===== config.mk =====
export PLATFORM = sky130hd
export DESIGN_NAME = field_sweep_sched
export DESIGN_NICKNAME = d
export VERILOG_FILES = /design/src/rtl/field_sweep_sched.sv
export SDC_FILE = /design/constraint.sdc
export NUM_CORES = 1
export LEC_CHECK = 0
export CORE_ASPECT_RATIO = 0.5
export CORE_UTILIZATION = 50
export CTS_CLUSTER_DIAMETER = 200
export CTS_CLUSTER_SIZE = 25
export DETAILED_ROUTE_END_ITERATION = 8
export DONT_BUFFER_PORTS = 1
export PLACE_DENSITY = 0.67
export SLEW_MARGIN = 25
export SYNTH_ARGS = -nofsm -noshare
export SYNTH_HDL_FRONTEND = slang
export SYNTH_SLANG_ARGS = --single-unit

===== constraint.sdc =====
create_clock -name clock -period 6.85 [get_ports clock]
set_input_delay 1.37 -clock clock [delete_from_list [all_inputs] [get_ports clock]]
set_output_delay 1.37 -clock clock [all_outputs]
set_load 0.01 [all_outputs]

===== src/rtl/field_sweep_sched.sv =====
// Serpentine field-sweep sequencer for the weed-robot drive.
// Walks NUM_ROWS rows of ROW_LEN forward steps. It turns right at the end of
// even rows and left at the end of odd rows. When a plant is seen it halts
// and hands off to the sprayer through a req/done handshake.
//
// Ports:
//   clock, reset        system clock, synchronous active-high reset
//   start               begin a sweep (sampled in IDLE and DONE only)
//   plant               plant detected (level)
//   spray_done          sprayer acknowledge
//   front/right/left    one-cycle motion command pulses
//   stop, spray_req     halt / spray request levels
//   busy, done, fault   status (fault is sticky until reset)
//   row_idx, col_idx    current row and forward steps taken in that row
module field_sweep_sched #(
    parameter logic [23:0] STEP_CYCLES   = 24'd15_000_000,
    parameter logic [7:0]  ROW_LEN       = 8'd4,
    parameter logic [7:0]  NUM_ROWS      = 8'd6,
    parameter logic [23:0] SPRAY_TIMEOUT = 24'd1_000_000
) (
    input  logic       clock,
    input  logic       reset,
    input  logic       start,
    input  logic       plant,
    input  logic       spray_done,
    output logic       front,
    output logic       right,
    output logic       left,
    output logic       stop,
    output logic       spray_req,
    output logic       busy,
    output logic       done,
    output logic       fault,
    output logic [7:0] row_idx,
    output logic [7:0] col_idx
);

    localparam int unsigned TIMER_W = 24;
    localparam int unsigned IDX_W   = 8;

    typedef enum logic [2:0] {
        IDLE  = 3'd0,
        STEP  = 3'd1,
        SPRAY = 3'd2,
        DONE  = 3'd3,
        FAULT = 3'd4
    } state_t;

    state_t             state, state_d;
    logic [TIMER_W-1:0] step_cnt, step_cnt_d;
    logic [TIMER_W-1:0] spray_cnt, spray_cnt_d;
    logic [IDX_W-1:0]   row_d, col_d;
    logic               front_d, right_d, left_d;
    logic               stop_d, spray_req_d, busy_d, done_d, fault_d;

    // State, counters and every output are registered here.
    always_ff @(posedge clock) begin
        if (reset) begin
            state     <= IDLE;
            step_cnt  <= '0;
            spray_cnt <= '0;
            row_idx   <= '0;
            col_idx   <= '0;
            front     <= 1'b0;
            right     <= 1'b0;
            left      <= 1'b0;
            stop      <= 1'b0;
            spray_req <= 1'b0;
            busy      <= 1'b0;
            done      <= 1'b0;
            fault     <= 1'b0;
        end else begin
            state     <= state_d;
            step_cnt  <= step_cnt_d;
            spray_cnt <= spray_cnt_d;
            row_idx   <= row_d;
            col_idx   <= col_d;
            front     <= front_d;
            right     <= right_d;
            left      <= left_d;
            stop      <= stop_d;
            spray_req <= spray_req_d;
            busy      <= busy_d;
            done      <= done_d;
            fault     <= fault_d;
        end
    end

    // Next state, counters and command pulses.
    always_comb begin
        state_d     = state;
        step_cnt_d  = step_cnt;
        spray_cnt_d = spray_cnt;
        row_d       = row_idx;
        col_d       = col_idx;
        front_d     = 1'b0;
        right_d     = 1'b0;
        left_d      = 1'b0;

        case (state)
            IDLE: begin
                step_cnt_d  = '0;
                spray_cnt_d = '0;
                row_d       = '0;
                col_d       = '0;
                if (start) state_d = STEP;
            end
            STEP: begin
                // A plant pre-empts any tick that lands on the same cycle.
                if (plant) begin
                    state_d     = SPRAY;
                    step_cnt_d  = '0;
                    spray_cnt_d = '0;
                end else if (step_cnt == STEP_CYCLES - TIMER_W'(1)) begin
                    step_cnt_d = '0;
                    if (col_idx < ROW_LEN) begin
                        front_d = 1'b1;
                        col_d   = col_idx + IDX_W'(1);
                    end else if (row_idx == NUM_ROWS - IDX_W'(1)) begin
                        state_d = DONE;
                    end else begin
                        // Even rows turn right, odd rows turn left.
                        right_d = ~row_idx[0];
                        left_d  = row_idx[0];
                        row_d   = row_idx + IDX_W'(1);
                        col_d   = '0;
                    end
                end else begin
                    step_cnt_d = step_cnt + TIMER_W'(1);
                end
            end
            SPRAY: begin
                if (spray_done) begin
                    state_d     = STEP;
                    step_cnt_d  = '0;
                    spray_cnt_d = '0;
                end else if (spray_cnt == SPRAY_TIMEOUT - TIMER_W'(1)) begin
                    state_d = FAULT;
                end else begin
                    spray_cnt_d = spray_cnt + TIMER_W'(1);
                end
            end
            DONE: begin
                if (start) begin
                    state_d    = STEP;
                    step_cnt_d = '0;
                    row_d      = '0;
                    col_d      = '0;
                end
            end
            FAULT: begin
                // Only reset leaves FAULT.
            end
            default: state_d = IDLE;
        endcase
    end

    // Status levels follow the state being entered so they are registered with it.
    always_comb begin
        stop_d      = (state_d == SPRAY) || (state_d == FAULT);
        spray_req_d = (state_d == SPRAY);
        busy_d      = (state_d == STEP) || (state_d == SPRAY);
        done_d      = (state_d == DONE);
        fault_d     = (state_d == FAULT);
    end

endmodule


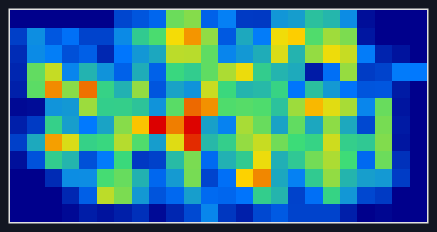
(images/wire_density.png)
The die is cut into 24 by 12 equal tiles; dark blue is low, red is high, scaled to the fullest tile. Values are wire area over tile area, all layers added.
densest ninth of the die = middle
nearly empty tiles = 12%
tiles over half the peak = 27%
fullest tile = 0.42

==> results.sh <==
# flow metrics
export IMPL_ys_flops=75
export IMPL_rows=21
export IMPL_insertion_delay_ns=0.33
export IMPL_period_minus_slack_ns=2.53
export IMPL_clk_path_buf_depth=2
export IMPL_hold_depth=2
export IMPL_post_drt_via_cell_ratio=5.63
export IMPL_p_per_area_nw_per_um2=247
export IMPL_gp_congestion=0.830
export IMPL_path_class="reg2reg"
export IMPL_cts_tree="yes"
export IMPL_drt_iter0_drc=132
export IMPL_cp_required_ns=7.11
export IMPL_holdCritPathClass="reg2reg"
export IMPL_layout_drive_gt1_share_pct=8.40
export IMPL_cts_buffers_inserted=9
export IMPL_diodes=0
export IMPL_hpwl_um=4720
export IMPL_seq_area_um2=1500
export IMPL_drtAntennaViolNets=0
export IMPL_worst_endpoint_arrival_ns=2.79
export IMPL_critPathLaunchType="flip-flop"
export IMPL_root_buffer="clkbuf_16"
export IMPL_top_usage_layer="met2"
export IMPL_topCellsByArea="dfxtp_1 43%, xor2_1 9.9%, nor2_1 6.5%"
export IMPL_worstReg2RegStart="step_cnt[13]"
export IMPL_p_leak_nw=1.36
export IMPL_synthArstFlopShare_pct=0
export IMPL_routed_wl_um=6770
export IMPL_dp_slack_ns=3.98
export IMPL_rsz0062_at_grt="no"
export IMPL_drc=0
export IMPL_worst_pin_slew_ns=0.729
export IMPL_flop_cell="dfxtp_1"
export IMPL_setup_viol=0
export IMPL_yosysTopAreaCell="dfxtp_1"
export IMPL_hold_viol_final=0
export IMPL_synth_edff_count=0
export IMPL_ctsResizeCount=0
export IMPL_grt_pass1_wl_um=10900
export IMPL_path_max_fanout=14
export IMPL_overflow=0
export IMPL_use_met2_pct=32.5
export IMPL_yosys_warnings=0
export IMPL_ys_seq_share_pct=43.3
export IMPL_top_cell="dfxtp_1"
export IMPL_r2r_cells=6
export IMPL_status="finished, final reports clean"
export IMPL_regToRegEndpoint="row_idx[4]"
export IMPL_clk_pin_slew_ns=0.06
export IMPL_num_vias=2729
export IMPL_ctsHtreeMaxLevel=3
export IMPL_dieWidth_um=120
export IMPL_syn_cell_area_um2=3470
export IMPL_routedWlPerCell_um=14.0
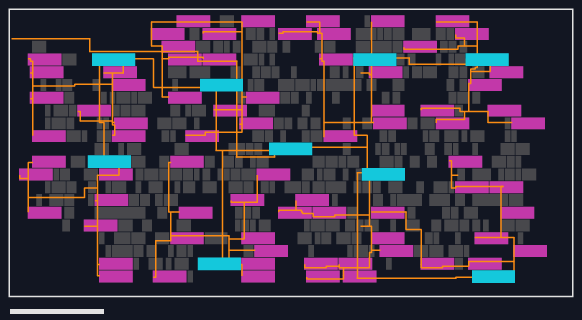
(images/clock_map.png)
Scale bar: 20 um.
cyan -> cells driving clock nets  # count 9
magenta -> flip-flops  # count 75
orange -> clock wires  # length 964 um
flops lie = all over the die
routed clock nets = 10
clk_skew: 0.00367 ns
Clock Power: 461 uW
Clk pwr share: 49.0%

==> final cells by class <==
cell class / instances / share of cell area [%]
Clock buffer: 10 / 6.27
Clock inverter: 6 / 1.44
Inverter: 7 / 0.690
Multi-Input combinational cell: 294 / 49.0
Sequential cell: 75 / 39.4
Tap cell: 92 / 3.02
Timing Repair Buffer: 1 / 0.197
==> worst min path at each step <==
| stage | to | slack, ns | from |
|---|---|---|---|
| CTS | spray_cnt[23] | 0.52 | spray_cnt[23] |
| finish | step_cnt[23] | 0.52 | step_cnt[23] |
| global route | spray_cnt[19] | 0.55 | spray_cnt[19] |
| global placement | spray_cnt[4] | 0.48 | spray_cnt[4] |
| detailed placement | spray_cnt[23] | 0.50 | spray_cnt[23] |
| floorplan | step_cnt[23] | 0.47 | step_cnt[23] |
==> logic make-up (layout without fill, tap and decap cells) <==
| logic type | Yosys count | count (layout) | share of synthesized area, % |
|---|---|---|---|
| simple gates | 196 | 196 | 30.9 |
| flops | 75 | 75 | 43.3 |
| compound gates | 46 | 46 | 9.06 |
| xor+xnor | 44 | 44 | 11.1 |
| buf+inv | 24 | 24 | 2.89 |
| fa+ha+maj | 5 | 5 | 1.80 |
| mux | 3 | 3 | 0.902 |
==> state kept, by name (all words and copies together), names as in the netlist <==
name       flops
fault          1
stop           1
right          1
spray_req      1
busy           1
spray_cnt     24
front          1
left           1
row_idx        8
col_idx        8
done           1
state          3
step_cnt      24
==> metal layers <==
metal	vias up	part of all wire, %
met2	31	46
met1	1297	50
met4	0	0.62
met3	4	3.2
met5	-	0
li1	1397	-
==> cell usage in the layout (no fill, tap or decap), types with 2 or more instances in the layout <==
cell,count
and2_1,6
nor2_1,60
nor4_1,4
mux2i_1,2
a31oi_1,4
and3_1,9
a211oi_1,3
nand2_1,15
or3_1,3
nand4_1,22
nor3_1,16
a21o_1,3
nor4b_1,2
clkinv_2,5
xnor2_1,5
or3_2,4
ha_1,5
o21ai_0,8
nor2b_1,3
inv_1,7
nand3_1,26
or2_2,3
a21oi_1,14
xor2_1,39
o211a_1,2
and4_1,12
nor3b_1,2
clkbuf_16,9
dfxtp_1,75
==> power by group <==
part | leakage (nW) | internal (mW) | switching, mW
combinational | 0.600 | 0.0123 | 0.0238
sequential | 0.605 | 0.440 | 0.00501
clock | 0.152 | 0.288 | 0.173
total | 1.36 | 0.740 | 0.202
==> worst max-delay path, cell delays in order (launching register included) <==
cell and delay [ns]:
dfxtp_1 0.40, nand2_2 0.09, or4_4 0.50, nor4_4 0.52, a31oi_4 0.29, or3_2 0.51
a21oi_1 0.15
==> metrics by stage <==
stage	area, um^2	total power [mW]	hold slack (ns)	cells
detailed placement	3520	0.490	0.500	469
global placement	3520	0.489	0.485	469
finish	3810	0.942	0.516	485
CTS	3810	0.953	0.517	485
global route	3810	0.979	0.546	485
floorplan	3470	0.486	0.470	393
Power and IR drop assume default switching activity.
